--- src/rtl/min_max_array_loader_pkg.sv ---
// -----------------------------------------------------------------------------
// min_max_array_loader_pkg
//
// Definitions shared by the array loader, its register file, the 16-entry
// min/max finder and their benches, so that every block agrees on the sample
// width, array depth and state encodings.
//
// Contents:
//   WIDTH, DEPTH, AW      sample width, number of entries, address width
//   loader_state_t        one-hot loader states FILL / STRT / WAIT
//   FINDER_*              one-hot state encodings of the min/max finder
// -----------------------------------------------------------------------------
package min_max_array_loader_pkg;

  localparam int WIDTH = 8;
  localparam int DEPTH = 16;
  localparam int AW    = 4;

  // One-hot loader states; bit order matches {Qw,Qs,Qf}.
  typedef enum logic [2:0] {
    FILL = 3'b001,
    STRT = 3'b010,
    WAIT = 3'b100
  } loader_state_t;

  // One-hot states of the downstream min/max finder.
  localparam logic [3:0] FINDER_INI  = 4'b0001;
  localparam logic [3:0] FINDER_LOAD = 4'b0010;
  localparam logic [3:0] FINDER_COMP = 4'b0100;
  localparam logic [3:0] FINDER_DONE = 4'b1000;

endpackage

--- src/rtl/min_max_array_loader_regs.sv ---
// -----------------------------------------------------------------------------
// min_max_array_loader_regs
//
// DEPTH x WIDTH register file with one synchronous write port and one
// asynchronous read port. Contents have no reset; an entry is X until it is
// first written.
//
// Ports:
//   Clk      in   clock, rising edge
//   wr_en    in   write enable
//   wr_addr  in   write address
//   wr_data  in   write data
//   rd_addr  in   read address
//   rd_data  out  mem[rd_addr], combinational
// -----------------------------------------------------------------------------
module min_max_array_loader_regs
  import min_max_array_loader_pkg::*;
#(
  parameter int W  = WIDTH,
  parameter int D  = DEPTH,
  parameter int AB = AW
) (
  input  logic          Clk,
  input  logic          wr_en,
  input  logic [AB-1:0] wr_addr,
  input  logic [W-1:0]  wr_data,
  input  logic [AB-1:0] rd_addr,
  output logic [W-1:0]  rd_data
);

  logic [W-1:0] mem [D];

  always_ff @(posedge Clk) begin
    if (wr_en) begin
      mem[wr_addr] <= wr_data;
    end
  end

  assign rd_data = mem[rd_addr];

endmodule

--- src/rtl/min_max_array_loader.sv ---
// -----------------------------------------------------------------------------
// min_max_array_loader
//
// Upstream feeder for the 16-entry min/max finder. Samples arrive over a
// valid/ready handshake and are stored in a register array. Once the array is
// full the loader pulses Start for one cycle, then freezes the array until the
// finder reports Done, after which a new batch is accepted.
//
// Ports:
//   Clk       in   clock, rising edge
//   Reset     in   asynchronous, active-high reset
//   In_Data   in   sample to store
//   In_Valid  in   In_Data valid this cycle
//   In_Ready  out  loader accepts a sample this cycle (1 only in FILL)
//   Clear     in   synchronous discard of a partially filled batch
//   Start     out  one-cycle pulse; array is full and stable
//   Done      in   finder Done-state indicator, sampled each cycle
//   Rd_Addr   in   finder read address
//   Rd_Data   out  M[Rd_Addr], combinational
//   Count     out  entries written in the current batch, 0..DEPTH
//   Qf,Qs,Qw  out  one-hot state indicators for FILL, STRT, WAIT
// -----------------------------------------------------------------------------
module min_max_array_loader
  import min_max_array_loader_pkg::*;
#(
  parameter int W  = WIDTH,
  parameter int D  = DEPTH,
  parameter int AB = AW
) (
  input  logic          Clk,
  input  logic          Reset,
  input  logic [W-1:0]  In_Data,
  input  logic          In_Valid,
  output logic          In_Ready,
  input  logic          Clear,
  output logic          Start,
  input  logic          Done,
  input  logic [AB-1:0] Rd_Addr,
  output logic [W-1:0]  Rd_Data,
  output logic [AB:0]   Count,
  output logic          Qf,
  output logic          Qs,
  output logic          Qw
);

  // Count value at which the next handshake completes the batch.
  localparam logic [AB:0] LAST_COUNT = (AB+1)'(D - 1);

  loader_state_t state, next_state;
  logic [AB-1:0] ptr;
  logic [AB:0]   count;
  logic          wr_en;
  logic          batch_clr;

  // State register.
  always_ff @(posedge Clk or posedge Reset) begin
    if (Reset) begin
      state <= FILL;
    end else begin
      state <= next_state;
    end
  end

  // Next state and Moore outputs. Clear takes priority over a handshake in
  // FILL; any unexpected encoding falls back to FILL with an empty batch.
  always_comb begin
    next_state = state;
    wr_en      = 1'b0;
    batch_clr  = 1'b0;
    In_Ready   = 1'b0;
    Start      = 1'b0;
    case (state)
      FILL: begin
        In_Ready = 1'b1;
        if (Clear) begin
          batch_clr = 1'b1;
        end else if (In_Valid) begin
          wr_en = 1'b1;
          if (count == LAST_COUNT) begin
            next_state = STRT;
          end
        end
      end
      STRT: begin
        Start      = 1'b1;
        next_state = WAIT;
      end
      WAIT: begin
        if (Done) begin
          batch_clr  = 1'b1;
          next_state = FILL;
        end
      end
      default: begin
        batch_clr  = 1'b1;
        next_state = FILL;
      end
    endcase
  end

  // Write pointer and batch counter. The pointer is AW bits wide so it wraps
  // to 0 by itself after the last entry of a batch.
  always_ff @(posedge Clk or posedge Reset) begin
    if (Reset) begin
      ptr   <= '0;
      count <= '0;
    end else if (batch_clr) begin
      ptr   <= '0;
      count <= '0;
    end else if (wr_en) begin
      ptr   <= ptr + 1'b1;
      count <= count + 1'b1;
    end
  end

  min_max_array_loader_regs #(
    .W  (W),
    .D  (D),
    .AB (AB)
  ) u_regs (
    .Clk     (Clk),
    .wr_en   (wr_en),
    .wr_addr (ptr),
    .wr_data (In_Data),
    .rd_addr (Rd_Addr),
    .rd_data (Rd_Data)
  );

  assign Count = count;
  assign Qf    = state[0];
  assign Qs    = state[1];
  assign Qw    = state[2];

endmodule
--- config.mk ---
export PLATFORM = sky130hd
export DESIGN_NAME = min_max_array_loader
export DESIGN_NICKNAME = d
export VERILOG_FILES = /design/src/rtl/min_max_array_loader_pkg.sv /design/src/rtl/min_max_array_loader_regs.sv /design/src/rtl/min_max_array_loader.sv
export SDC_FILE = /design/constraint.sdc
export NUM_CORES = 1
export LEC_CHECK = 0
export CAP_MARGIN = 40
export CELL_PAD_IN_SITES_DETAIL_PLACEMENT = 0
export CELL_PAD_IN_SITES_GLOBAL_PLACEMENT = 1
export CORE_MARGIN = 8
export CORE_UTILIZATION = 48
export CTS_BUF_LIST = sky130_fd_sc_hd__clkbuf_4
export DETAILED_ROUTE_END_ITERATION = 6
export GPL_ROUTABILITY_DRIVEN = 0
export HOLD_SLACK_MARGIN = 0.15
export PLACE_DENSITY_LB_ADDON = 0.1
export SLEW_MARGIN = 20
export SYNTH_ARGS = -nofsm -noshare
export SYNTH_HDL_FRONTEND = slang
export SYNTH_SLANG_ARGS = --single-unit
export TNS_END_PERCENT = 30
--- constraint.sdc ---
create_clock -name Clk -period 2.5 [get_ports Clk]
set_clock_uncertainty 0.15 [all_clocks]
set_input_delay 0.25 -clock Clk [delete_from_list [all_inputs] [get_ports Clk]]
set_output_delay 0.25 -clock Clk [all_outputs]
set_load 0.01 [all_outputs]
Fig. 1: run 1, zoomed window
Window x 6 to 56, y 68 to 118 um. Cells in gray, sequential cells in the stronger gray; small squares are vias.
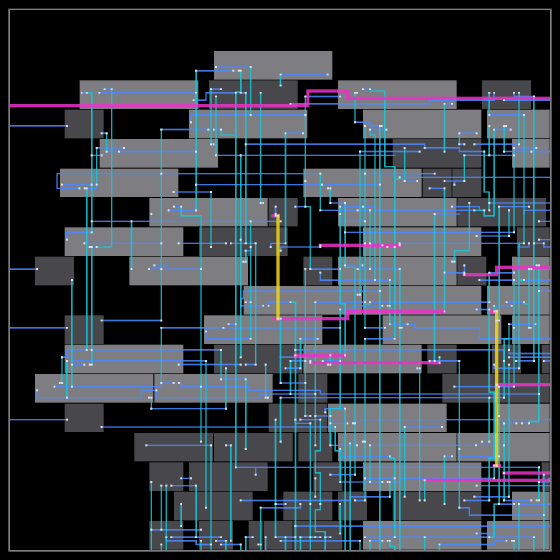
legend:
  magenta:
    layer: metal 3
  cyan:
    layer: metal 2
  blue:
    layer: metal 1
  yellow:
    layer: metal 4
sequential cells in the window: 30
most frequent: edfxtp_1 (30), mux4_2 (6), buf_4 (5)
cells with their middle in the window: 66
netlist names of flops here include: u_regs.mem (30)

Fig. 2: run 1, power grid
Pins as bars on the die edge.
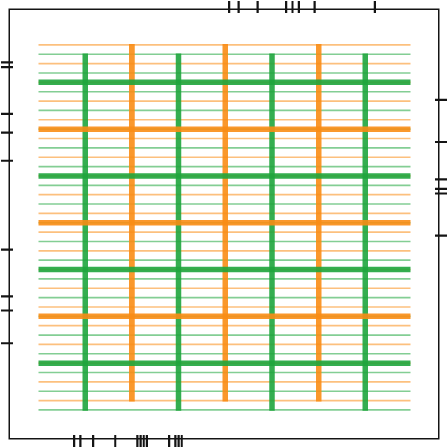
legend:
  orange:
    net: VDD
  green:
    net: VSS
signal pins: 35
met1 rails: 40
area of the core: 11500 sq um
Die X: 124 um
overall die height: 124 um

Fig. 3: run 1, clock routing
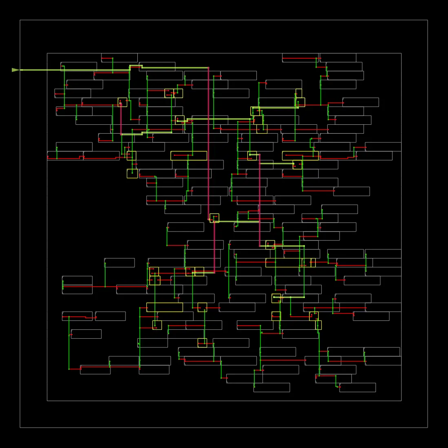
total number of clock tree sinks: 140
clock buffers: 17
Latency at later pin: 0.50 ns
Clock group: 1600 uW

==> run notes, run 1 <==
The synthesis and PnR run went through. The flow ran to the end, and the final reports show no timing, DRC or antenna violations. There are 140 flip-flops and latches. The finished layout holds 519 standard cells, fillers aside. And-or/or-and share of the synthesized area landed at 0.0455. Clock share of power landed at 0.357. The synthesized design contains 128 enable-type register cells. Logic share of the area landed at 0.216. Area of the chip landed at 15500 sq um.

The worst register-to-register path begins at state[0]. The pre-CTS setup check shows a worst slack of -0.112 ns. Total wirelength of the detailed-routed design landed at 11400 um. Per the timing report, the most critical flop-to-flop path finishes at u_regs.mem[5][2]. Number of antenna violations at the first check in global routing landed at 0. Per the detail_route log, met3 wirelength is 524 um. Of the total standard cell area in the layout, the sequential portion is 0.598. Number of standard-cell rows in the floorplan landed at 39. For this design the total switching power over the nets is 968 uW. The power report attributes to the combinational group a share of 0.067. On the worst path, the slowest cell contributes a delay of 0.50 ns. Wire length of the first global-routing pass landed at 18200 um. Worst supply voltage drop on vdd landed at 0.355 mV. Number of global-route vias before repair landed at 3230.
Fig. 4: run 1, register map, names as in the netlist
Other cells in gray.
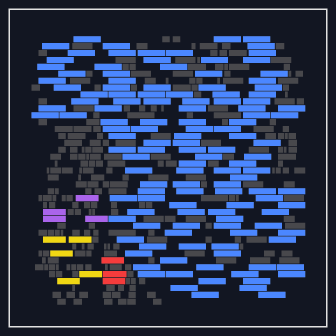

==> run 2: changes to the inputs <==
--- a/config.mk
+++ b/config.mk
@@ -9,9 +9,11 @@
 export CELL_PAD_IN_SITES_DETAIL_PLACEMENT = 0
 export CELL_PAD_IN_SITES_GLOBAL_PLACEMENT = 1
 export CORE_MARGIN = 8
-export CORE_UTILIZATION = 48
+export CORE_UTILIZATION = 52
 export CTS_BUF_LIST = sky130_fd_sc_hd__clkbuf_4
+export CTS_CLUSTER_SIZE = 10
 export DETAILED_ROUTE_END_ITERATION = 6
+export DONT_BUFFER_PORTS = 1
 export GPL_ROUTABILITY_DRIVEN = 0
 export HOLD_SLACK_MARGIN = 0.15
 export PLACE_DENSITY_LB_ADDON = 0.1
Fig. 5: run 2, register map, names as in the netlist
Other cells in gray.
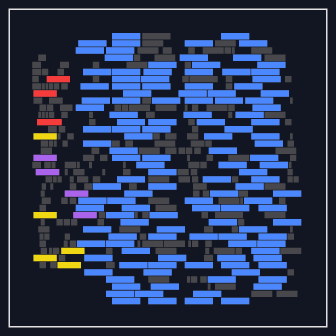
legend:
  purple:
    netlist_name: ptr
    placed_flops: 4
    where: west
  red:
    netlist_name: state
    placed_flops: 3
  blue:
    netlist_name: u_regs.mem
    placed_flops: 128
  yellow:
    netlist_name: Count
    placed_flops: 5
    where: south-west
share of the final layout cell area in sequential cells: 0.653
Core Util, Final: 0.593
total area of sequential cells: 4150 sq um
Power Sequential: 2580 uW

==> run 2 against run 1 <==
Net effect: flip-flop count unchanged; sequential share of layout area increased by 5.5 points; core utilization down 1.1 points; clock power decreased by 8%; setup slack gained 0.063 ns; synthesized cell count stayed put; global-route usage up 2.1 points; area after synthesis is the same; critical path type is now reg -> out; largest power group unchanged.
==> run notes, run 2 <==
The synthesis and PnR run went through. The run finished with clean final reports. Of the total synthesized cell area, the portion taken by AND-OR and OR-AND cells is 0.0455. The number of antenna violations at the first check in global routing came to 0.

Relative slew slack landed at 0.494. The clock net in this run drives a total of 140 sinks. The share of total power dissipated in the clock network is 0.345.

Number of global-route vias before repair landed at 2999. Area of the core region landed at 10700 sq um. Wire length of the first global-routing pass landed at 18200 um.

The die covers 14400 sq um. Hold violation total from the final report landed at 0. For this run, the leading register cell type out of synthesis is sky130_fd_sc_hd__edfxtp_1. Subtracting the final worst setup slack from the clock period gives 2.31 ns.

Per Yosys stat, the portion of area used by sequential elements is 0.735. Number of enable flip-flop cells landed at 128. The power report attributes to the combinational group a share of 0.050. Wires add up to 11800 um.

Worst supply voltage drop on vdd landed at 0.312 mV. Summing over the stages, the warning tally comes to 30. For the worst reg-to-reg path, the startpoint reported by OpenROAD is state[0]. Summed over all nets, wire length on met3 after detailed routing comes to 823 um. The biggest slice of the area belongs to sequential cells. Detailed-routing wirelength on met1 landed at 5040 um. Per the timing report, the most critical flop-to-flop path finishes at u_regs.mem[5][6].

For this run, the slowest stage of the critical path takes 0.47 ns. Power of the clock network landed at 1470 uW. More flip-flops sit in one register than any other, and that register is u_regs.mem.

For the worst-skew pair, the clock arrives at the later sink with an insertion delay of 0.50 ns. The floorplan has 38 rows. There are 140 flip-flops and latches. In the final layout, the clock buffer count is 22.

Overall die width landed at 120 um.
Fig. 6: run 2, logic cells by family
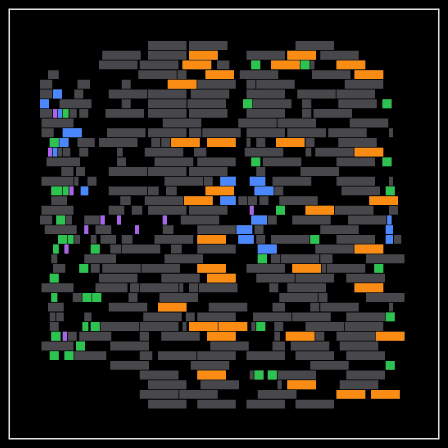
legend:
  blue:
    family: NOR gates
    cells: 18
  purple:
    family: inverters
    cells: 11
    where: west
  green:
    family: inverting AOI/OAI gates
    cells: 36
  orange:
    family: multiplexers
    cells: 32
multi-input combinational area share: 0.227
Final Non-Filler Cells: 478
commonest non-fill, non-tap cell in the layout: sky130_fd_sc_hd__edfxtp_1

No activity file was given, so power comes from the tool's default toggle rates.
